==> src/rtl/hold_counter_pkg.sv <==
// hold_counter shared types: FSM state encoding and width constants.
// Imported by hold_counter and sat_counter.
package hold_counter_pkg;

  localparam int WIDTH_DEF = 4;
  localparam int DET_W     = 8;

  typedef enum logic [2:0] {
    IDLE     = 3'd0,
    LOAD     = 3'd1,
    COUNT    = 3'd2,
    RELEASE  = 3'd3,
    WAIT_LOW = 3'd4
  } state_t;

endpackage

==> src/rtl/sat_counter.sv <==
// 8-bit saturating event counter with async active-low clear.
// Used for the release statistics of hold_counter.
module sat_counter
  import hold_counter_pkg::*;
(
  input  logic             clk,
  input  logic             rst,
  input  logic             inc,
  output logic [DET_W-1:0] q
);

  always_ff @(posedge clk or negedge rst) begin
    if (!rst)
      q <= '0;
    else if (inc && (q != {DET_W{1'b1}}))
      q <= q + 1'b1;
  end

endmodule

==> src/rtl/hold_counter.sv <==
// Hold counter: delays a detector flag, then returns a one-cycle release.
// Optional release statistics under macro HOLD_COUNTER_STATS_EN.
module hold_counter
  import hold_counter_pkg::*;
#(
  parameter int WIDTH = WIDTH_DEF
) (
  input  logic             clk,
  input  logic             rst,
  input  logic             w,
  input  logic [WIDTH-1:0] init,
  output logic             en,
  output logic             busy,
  output logic [WIDTH-1:0] cnt,
  output logic [DET_W-1:0] det_cnt
);

  localparam logic [WIDTH-1:0] TOP = '1;

  state_t           state;
  state_t           state_nx;
  logic [WIDTH-1:0] cnt_nx;

  always_ff @(posedge clk or negedge rst) begin
    if (!rst) begin
      state <= IDLE;
      cnt   <= '0;
    end else begin
      state <= state_nx;
      cnt   <= cnt_nx;
    end
  end

  always_comb begin
    state_nx = IDLE;
    cnt_nx   = '0;
    en       = 1'b0;
    busy     = 1'b0;
    case (state)
      IDLE: begin
        if (w) state_nx = LOAD;
      end
      LOAD: begin
        busy     = 1'b1;
        cnt_nx   = init;
        state_nx = COUNT;
      end
      COUNT: begin
        busy = 1'b1;
        if (cnt == TOP) begin
          cnt_nx   = cnt;
          state_nx = RELEASE;
        end else begin
          cnt_nx   = cnt + 1'b1;
          state_nx = COUNT;
        end
      end
      RELEASE: begin
        en       = 1'b1;
        busy     = 1'b1;
        cnt_nx   = cnt;
        state_nx = WAIT_LOW;
      end
      // a flag that never drops parks here instead of retriggering
      WAIT_LOW: begin
        state_nx = w ? WAIT_LOW : IDLE;
      end
      default: ;
    endcase
  end

`ifdef HOLD_COUNTER_STATS_EN
  sat_counter u_stats (
    .clk (clk),
    .rst (rst),
    .inc (state == RELEASE),
    .q   (det_cnt)
  );
`else
  assign det_cnt = '0;
`endif

endmodule

==> config.mk <==
export PLATFORM = sky130hd
export DESIGN_NAME = hold_counter
export DESIGN_NICKNAME = d
export VERILOG_FILES = /design/src/rtl/hold_counter_pkg.sv /design/src/rtl/sat_counter.sv /design/src/rtl/hold_counter.sv
export SDC_FILE = /design/constraint.sdc
export NUM_CORES = 1
export LEC_CHECK = 0
export CORE_AREA = 2 2 39 41
export CTS_BUF_LIST = sky130_fd_sc_hd__clkbuf_16
export DETAILED_ROUTE_END_ITERATION = 16
export DIE_AREA = 0 0 41 43
export PLACE_DENSITY_LB_ADDON = 0.12
export RECOVER_POWER = 25
export SYNTH_ARGS = -nofsm -noshare
export SYNTH_HDL_FRONTEND = slang
export SYNTH_HIERARCHICAL = 1
export SYNTH_SLANG_ARGS = --single-unit
==> constraint.sdc <==
create_clock -name clk -period 2.8 [get_ports clk]
set_input_delay 0.56 -clock clk [delete_from_list [all_inputs] [get_ports clk]]
set_output_delay 0.56 -clock clk [all_outputs]
set_load 0.1 [all_outputs]
==> flow_metrics.tcl <==
# yosys + openroad results
set metrics [dict create \
    dp_slack_ns 0.984 \
    clock_area_share_pct 12.3 \
    hold_violations 0 \
    regMostFlops "cnt" \
    nNetsFinal 76 \
    dp_cells 79 \
    clock_path_buffers 2 \
    buffers 12 \
    timing.final.crit_share_pct 73.1 \
    place.gp.congestion 0.711 \
    grt-ovfl-total 0 \
    outcome "finished, final reports clean" \
    timing.rr.start "state[1]" \
    crit_arrival_ns 1.49 \
    critical-path-top-delay-family "flip-flops" \
    n_clock_buffer 3 \
    yosys.stat.seqShare_pct 35.8 \
    taps 16 \
    fp.dieH_um 43 \
    syn_area_per_cell_um2 8.89 \
    syn_inst 55 \
    grt_pass1_vias 363 \
    hold_ws_ns 0.645 \
    buf_share_pct 16.4 \
    final_cells 83 \
    maxCapViolCount 0 \
    syn_to_final_growth_pct 31.2 \
    highest_layer "met4" \
    antenna_cells 0 \
    met1_usage_pct 19.0 \
    critPathBufInv 1 \
    grt_pass1_wl_um 1680 \
    dpl.hpwl_um 690 \
    area_dominant_class "logic gates" \
    synth_warnings 6 \
    top_usage_layer "met2" \
    synth_flops 7 \
    tool_warnings 26 \
    routedWlPerCell_um 12.2 \
    cts_tree "done" \
    fmax_mhz 488 \
    ios 21 \
    slowest_stage "dfrtp_1" \
    yosys_area_um2 489 \
    drt-initial-drc-count 4 \
    cts-buffers-inserted 3 \
    use_met2_pct 19.7 \
    start_kind "flop" \
    end_kind "output pin" \
    largest_reg_flops 4 \
    finClkSkew_ns 0.00108 \
    top_regs "cnt (4), state (3)" \
    drc 0 \
    grt_antenna_before_repair 0 \
    finalSetupViolCount 0 \
    die_area_mm2 0.00176 \
    drive_above_1_share_pct 16.4 \
    ys_sh_mux_pct 6.39 \
    grt_max_degree 16 \
    clock_latency_ns 0.23 \
    post-cts-setup-buffers 0 \
    simple_gate_area_share_pct 21.0 \
    ys_sh_adder_pct 2.56 \
    register_area_um2 175 \
    comb_share_pct 40.4 \
    min_path_type "flop to flop" \
]
## worst paths after layout
| path | cells past startpoint | slack, ns | end |
|---|---|---|---|
| hold / removal | 1 | 0.65 | state[1] |
| setup reg to reg | 3 | 1.46 | cnt[0] |
| setup / recovery | 3 | 0.75 | en |
| max in group asynchronous | 1 | 1.87 | state[1] |
| hold reg to reg | 1 | 0.65 | state[1] |
| min in group asynchronous | 1 | 0.67 | cnt[1] |
## cell usage after synthesis
| cell | n | share of area, % |
|---|---|---|
| buf_2 | 2 | 2.0 |
| o311a_1 | 1 | 2.0 |
| mux2i_1 | 2 | 4.1 |
| ha_1 | 1 | 2.6 |
| inv_1 | 1 | 0.77 |
| and3b_1 | 1 | 1.8 |
| o21ai_0 | 2 | 2.0 |
| buf_4 | 9 | 14 |
| nor3_1 | 1 | 1.0 |
| dfrtp_1 | 7 | 36 |
| and3_1 | 1 | 1.3 |
| nor3b_1 | 1 | 1.5 |
| nor2_1 | 6 | 4.6 |
| xnor2_1 | 1 | 1.8 |
| a31oi_1 | 1 | 1.3 |
| nor4_1 | 1 | 1.3 |
| nand3_1 | 3 | 3.1 |
| mux2_2 | 1 | 2.3 |
| nor2b_1 | 4 | 5.1 |
| a32oi_1 | 1 | 1.8 |
| conb_1 | 1 | 0.77 |
| a21oi_1 | 4 | 4.1 |
| a31o_2 | 1 | 1.8 |
| a311o_1 | 1 | 2.0 |
| and2_1 | 1 | 1.3 |
## metrics by stage
step / area, um2 / utilization [%]
floorplan: 515 / -
global placement: 563 / 40.7
detailed placement: 563 / 40.7
CTS: 642 / 46.4
global route: 642 / 46.4
finish: 642 / 46.4
### The metal 3 layer

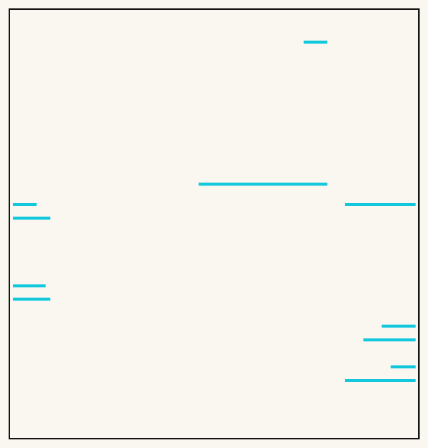
nets with wire on the layer = 10
main direction = horizontal
longest straight run = 12.6 um
share of all routed wire = 5.0%
wire length on this layer = 50.5 um
via count: 394
Total Wirelength: 1010 um
GR Util met3: 6.28%

### Placed cells, one colour a class

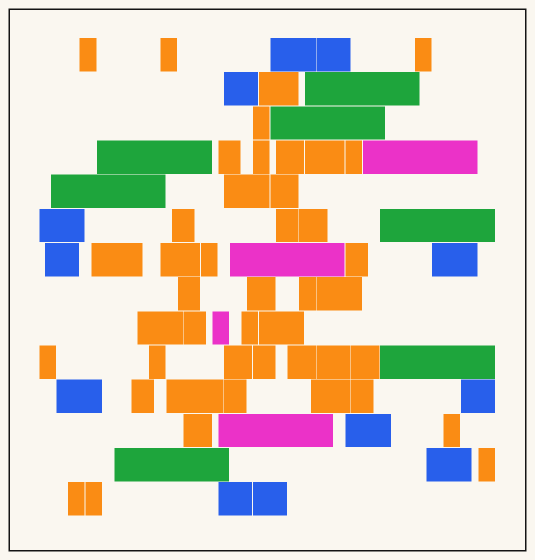
blue -> remaining buffers and delay cells  # cells 12
magenta -> clock drivers and dummy loads  # cells 4
orange -> remaining logic cells  # cells 44
green -> registers  # cells 7
Core Box Area: 0.00138 mm2
row count: 14
fin util: 46.4%
Design Area, Final: 642 um2
flop share of the area: 27.3%

